**src/rtl/ddr2_read_data_unpack.sv**
```systemverilog
// DDR2 read-return capture FIFO, beat-to-word unpacker and read-credit tracker.
// Optional build macro DDR2_RD_BYTESWAP_EN byte-reverses every output word.
module ddr2_read_data_unpack #(
   parameter int unsigned APP_DW     = 128,
   parameter int unsigned OUT_DW     = 32,
   parameter int unsigned FIFO_DEPTH = 8
) (
   input  logic                          clk,
   input  logic                          reset,
   input  logic                          cmd_issued,
   input  logic [APP_DW-1:0]             app_rd_data,
   input  logic                          app_rd_data_valid,
   output logic                          credit_ok,
   output logic [OUT_DW-1:0]             out_data,
   output logic                          out_valid,
   input  logic                          out_ready,
   output logic [$clog2(FIFO_DEPTH):0]   outstanding,
   output logic                          err_overflow,
   output logic                          err_underflow
);
   localparam int unsigned RATIO = APP_DW / OUT_DW;
   localparam int unsigned AW    = $clog2(FIFO_DEPTH);
   localparam int unsigned CW    = AW + 1;
   localparam int unsigned LW    = (RATIO > 1) ? $clog2(RATIO) : 1;
   localparam logic [CW-1:0] DEPTH_C   = CW'(FIFO_DEPTH);
   localparam logic [LW-1:0] LAST_LANE = LW'(RATIO - 1);

   typedef enum logic {StIdle, StShift} state_t;

   logic [APP_DW-1:0] r_mem [FIFO_DEPTH];
   logic [AW-1:0]     r_wptr, r_rptr;
   logic [CW-1:0]     r_count, r_out;
   state_t            r_state, w_state_d;
   logic [APP_DW-1:0] r_shift, w_shift_d, w_shift_nx, w_head;
   logic [LW-1:0]     r_lane, w_lane_d;
   logic [OUT_DW-1:0] r_data, w_data_d;
   logic              r_valid, w_valid_d;
   logic              r_err_ovf, r_err_unf;
   logic              w_full, w_nempty, w_pop, w_wr;
   logic [CW:0]       w_sum;

   function automatic logic [OUT_DW-1:0] f_fmt(input logic [OUT_DW-1:0] i_w);
`ifdef DDR2_RD_BYTESWAP_EN
      logic [OUT_DW-1:0] w_r;
      w_r = '0;
      for (int b = 0; b < OUT_DW / 8; b++) begin
         w_r[8*b +: 8] = i_w[OUT_DW-8-8*b +: 8];
      end
      return w_r;
`else
      return i_w;
`endif
   endfunction

   assign w_full     = (r_count == DEPTH_C);
   assign w_nempty   = (r_count != '0);
   assign w_head     = r_mem[r_rptr];
   assign w_shift_nx = r_shift >> OUT_DW;
   // A pop in the same cycle frees the head slot, so a full FIFO still accepts the beat.
   assign w_wr       = app_rd_data_valid & (~w_full | w_pop);

   always_ff @(posedge clk) begin
      if (w_wr) r_mem[r_wptr] <= app_rd_data;
   end

   always_ff @(posedge clk or negedge reset) begin
      if (!reset) begin
         r_wptr    <= '0;
         r_rptr    <= '0;
         r_count   <= '0;
         r_err_ovf <= 1'b0;
      end else begin
         if (w_wr) r_wptr <= r_wptr + AW'(1);
         if (w_pop) r_rptr <= r_rptr + AW'(1);
         if (w_wr && !w_pop) r_count <= r_count + CW'(1);
         else if (!w_wr && w_pop) r_count <= r_count - CW'(1);
         if (app_rd_data_valid && !w_wr) r_err_ovf <= 1'b1;
      end
   end

   always_ff @(posedge clk or negedge reset) begin
      if (!reset) begin
         r_out     <= '0;
         r_err_unf <= 1'b0;
      end else begin
         if (cmd_issued && !app_rd_data_valid) begin
            if (r_out != DEPTH_C) r_out <= r_out + CW'(1);
         end else if (app_rd_data_valid && !cmd_issued && r_out != '0) begin
            r_out <= r_out - CW'(1);
         end
         if (app_rd_data_valid && r_out == '0) r_err_unf <= 1'b1;
      end
   end

   assign w_sum     = {1'b0, r_out} + {1'b0, r_count};
   assign credit_ok = (w_sum < {1'b0, DEPTH_C});

   always_ff @(posedge clk or negedge reset) begin
      if (!reset) begin
         r_state <= StIdle;
         r_shift <= '0;
         r_lane  <= '0;
         r_data  <= '0;
         r_valid <= 1'b0;
      end else begin
         r_state <= w_state_d;
         r_shift <= w_shift_d;
         r_lane  <= w_lane_d;
         r_data  <= w_data_d;
         r_valid <= w_valid_d;
      end
   end

   always_comb begin
      w_state_d = r_state;
      w_pop     = 1'b0;
      w_shift_d = r_shift;
      w_lane_d  = r_lane;
      w_data_d  = r_data;
      w_valid_d = r_valid;
      unique case (r_state)
         StIdle: begin
            if (w_nempty) begin
               w_pop     = 1'b1;
               w_shift_d = w_head;
               w_lane_d  = '0;
               w_data_d  = f_fmt(w_head[OUT_DW-1:0]);
               w_valid_d = 1'b1;
               w_state_d = StShift;
            end
         end
         StShift: begin
            if (out_ready) begin
               if (r_lane != LAST_LANE) begin
                  w_lane_d  = r_lane + LW'(1);
                  w_shift_d = w_shift_nx;
                  w_data_d  = f_fmt(w_shift_nx[OUT_DW-1:0]);
               end else if (w_nempty) begin
                  // Back-to-back beats: load the next head with no idle bubble.
                  w_pop     = 1'b1;
                  w_shift_d = w_head;
                  w_lane_d  = '0;
                  w_data_d  = f_fmt(w_head[OUT_DW-1:0]);
               end else begin
                  w_valid_d = 1'b0;
                  w_state_d = StIdle;
               end
            end
         end
         default: w_state_d = StIdle;
      endcase
   end

   assign out_data      = r_data;
   assign out_valid     = r_valid;
   assign outstanding   = r_out;
   assign err_overflow  = r_err_ovf;
   assign err_underflow = r_err_unf;
endmodule

```
**config.mk**
```make
export PLATFORM = sky130hd
export DESIGN_NAME = ddr2_read_data_unpack
export DESIGN_NICKNAME = d
export VERILOG_FILES = /design/src/rtl/ddr2_read_data_unpack.sv
export SDC_FILE = /design/constraint.sdc
export NUM_CORES = 1
export LEC_CHECK = 0
export ABC_CLOCK_PERIOD_IN_PS = 22700
export CELL_PAD_IN_SITES_DETAIL_PLACEMENT = 0
export CELL_PAD_IN_SITES_GLOBAL_PLACEMENT = 1
export CORE_AREA = 2 2 401 284
export DETAILED_ROUTE_END_ITERATION = 7
export DIE_AREA = 0 0 403 286
export PLACE_DENSITY_LB_ADDON = 0.1
export SLEW_MARGIN = 0
export SYNTH_ARGS = -nofsm -noshare
export SYNTH_HDL_FRONTEND = slang
export SYNTH_SLANG_ARGS = --single-unit
export TNS_END_PERCENT = 50
```
**constraint.sdc**
```tcl
create_clock -name clk -period 22.7 [get_ports clk]
set_clock_uncertainty 0.2 [all_clocks]
set_input_delay 5.675 -clock clk [delete_from_list [all_inputs] [get_ports clk]]
set_output_delay 5.675 -clock clk [all_outputs]
set_load 0.01 [all_outputs]
```
Fig. 1: routed metal per tile
20 x 14 tiles, from dark blue (low) to red (high), scaled to the fullest tile. Values are wire area over tile area, all layers added.
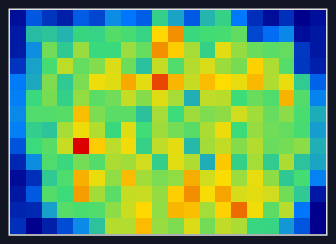
The fullest tile reaches 0.29. 62% of the tiles are over half the peak. The mean over all tiles is 0.15. 1.4% of the tiles are nearly empty. The densest ninth of the die: bottom middle.
final wirelength: 109000 um
Routed WL per cell: 28.9 um
GRT Total Usage: 19.1%

==> summary.txt <==
impl run done, here's what came out: Yosys warnings=0, crit-path max FO=between 50 and 60, synth unique cells=about 54, R2R Setup Slk=between 15 and 20 ns, Reg2Reg Depth=9, CP Capture Type=flip-flop, Post-Syn Area=roughly 44000 um2, critical setup path kind=in -> reg, GR Overflow Total=0, Max Buffers Root-to-Sink=3, post-synth top area share=69.4%, Leakage=between 15 and 20 nW, top-count cell post-synth=edfxtp_1, Avg Vias per Cell=about 5.5, CTS Root Cell=clkbuf_16, initial antenna violation count=12, HP Class=reg -> reg, Top Layer Used=met5, CP Launch Type=input pin, Detail Route met2 WL=between 50000 and 60000 um, total core area=approximately 110000 um2, top cells by count, synth=1024 x edfxtp_1, 256 x mux4_2, 148 x dfrtp_1, fp util=between 30% and 40%, first-pass GRT wire length=around 160000 um, Latency at later pin=slightly above 0.7 ns, vias in the first global route=around 22000, non-filler cells, final=around 3800, routability congestion estimate from global placement=roughly 0.73, Routed met3 length=5050 um, Fillers=about 9000, Hold Path Cell Cnt=2, RSZ-0062 raised after global routing=false, hold violation count in the final report=0, mean post-synth cell area=approximately 22 um2, fin worst setup slack=between 10 and 15 ns, Hold Path Origin=r_shift[108], DP HPWL=~58000 um, status=finished clean, TritonCTS buffer count=approximately 110, die height=around 290 um, pwr/cell area=125 nW/um2
Fig. 2: cells coloured by class
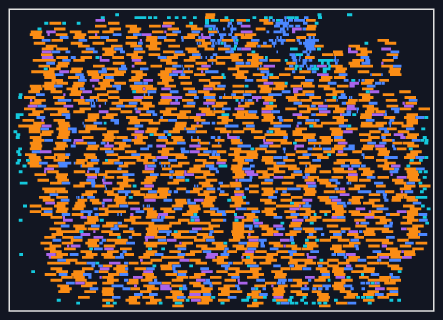
sequential cells: marked orange, cells 1172. combinational and other logic: marked blue, cells 694. remaining buffers and delay cells: marked cyan, cells 207. clock drivers and dummy loads: marked purple, cells 214.
# rows: 103
sequential share of cell area: 66.7%
Final Instance Area: 51700 um2
Final Util: 46.3%

==> state kept, by name (all words and copies together), names as in the netlist, 2 cells and up <==
| register | cells |
|---|---|
| r_wptr | 3 |
| r_shift | 96 |
| r_count | 4 |
| r_rptr | 3 |
| out_data | 32 |
| outstanding | 4 |
| r_lane | 2 |
| r_mem | 1024 |
==> critical path: stages <==
cell and delay [ns]:
clkdlybuf4s50_1 0.63, a21boi_1 0.25, nand3_1 0.20, nand2_1 0.18, inv_2 0.16, nand2_1 0.19
nor2_4 0.83, buf_4 0.90, buf_4 0.92
==> worst max-delay path by stage <==
stage | startpoint | to | slack (ns) | cells after the start
after floorplan | out_ready | r_mem[2][0] | 2.27 | 5
after global placement | out_ready | r_mem[7][100] | 12.09 | 9
after detailed placement | out_ready | r_mem[7][107] | 12.03 | 9
after CTS | out_ready | r_mem[7][66] | 12.79 | 9
after global routing | out_ready | r_mem[7][83] | 12.44 | 9
final | out_ready | r_mem[7][90] | 12.75 | 9
==> layer usage <==
layer / GRT usage, % / up-vias
met2: 30.1 / 465
met3: 3.56 / 140
met1: 27.8 / 11400
li1: - / 8847
met5: 0 / -
met4: 4.01 / 4
==> metrics by stage <==
step	power, mW	util (%)
after floorplan	4.05	-
after global placement	4.54	42.7
after detailed placement	4.57	42.7
after CTS	6.57	46.3
after global routing	6.76	46.3
final	6.46	46.3
==> placed cells by master, fill, tap and decap left out, types with 4 or more instances in the layout <==
| master | count |
|---|---|
| clkdlybuf4s50_1 | 171 |
| clkbuf_16 | 115 |
| inv_1 | 6 |
| o22ai_1 | 9 |
| o21ai_0 | 5 |
| nor3_1 | 4 |
| a22oi_2 | 60 |
| o22a_1 | 59 |
| mux2_2 | 5 |
| clkinv_1 | 13 |
| nor2_1 | 7 |
| o221a_1 | 58 |
| dfrtp_1 | 145 |
| a211oi_1 | 5 |
| xnor2_1 | 5 |
| clkbuf_1 | 16 |
| mux4_2 | 256 |
| diode_2 | 4 |
| buf_4 | 28 |
| buf_12 | 7 |
| ha_1 | 11 |
| edfxtp_1 | 1024 |
| clkbuf_8 | 13 |
| clkinvlp_4 | 6 |
| a22oi_1 | 38 |
| nor3_2 | 5 |
| clkinv_2 | 27 |
| bufinv_16 | 18 |
| nand2_1 | 110 |
==> power breakdown <==
| group | leakage, nW | internal [mW] | total, mW | switching (mW) |
|---|---|---|---|---|
| combinational | 3.68 | 0.702 | 1.50 | 0.796 |
| sequential | 11.1 | 2.75 | 2.98 | 0.229 |
| clock | 1.94 | 1.17 | 1.99 | 0.816 |
==> layout make-up <==
type                            count  area (um2)  area share (%)
Timing Repair Buffer              207        2080            4.02
Multi-Input combinational cell    687        9300            18.0
Sequential cell                  1172       34500            66.7
Inverter                            7        26.3          0.0508
Clock inverter                     71         857            1.66
Tap cell                         1470        1840            3.56
Clock buffer                      143        3100            6.00
Antenna cell                        4        10.0          0.0194
==> logic make-up after synthesis <==
family / count (synthesis) / share of synthesized area [%]
simple gates: 149 / 1.47
fa+ha+maj: 13 / 0.401
mux: 263 / 13.2
xor+xnor: 8 / 0.158
compound gates: 254 / 5.60
flops: 1172 / 77.7
buf+inv: 121 / 1.45
Power figures rest on the tool's default switching activity, not on a simulated workload.
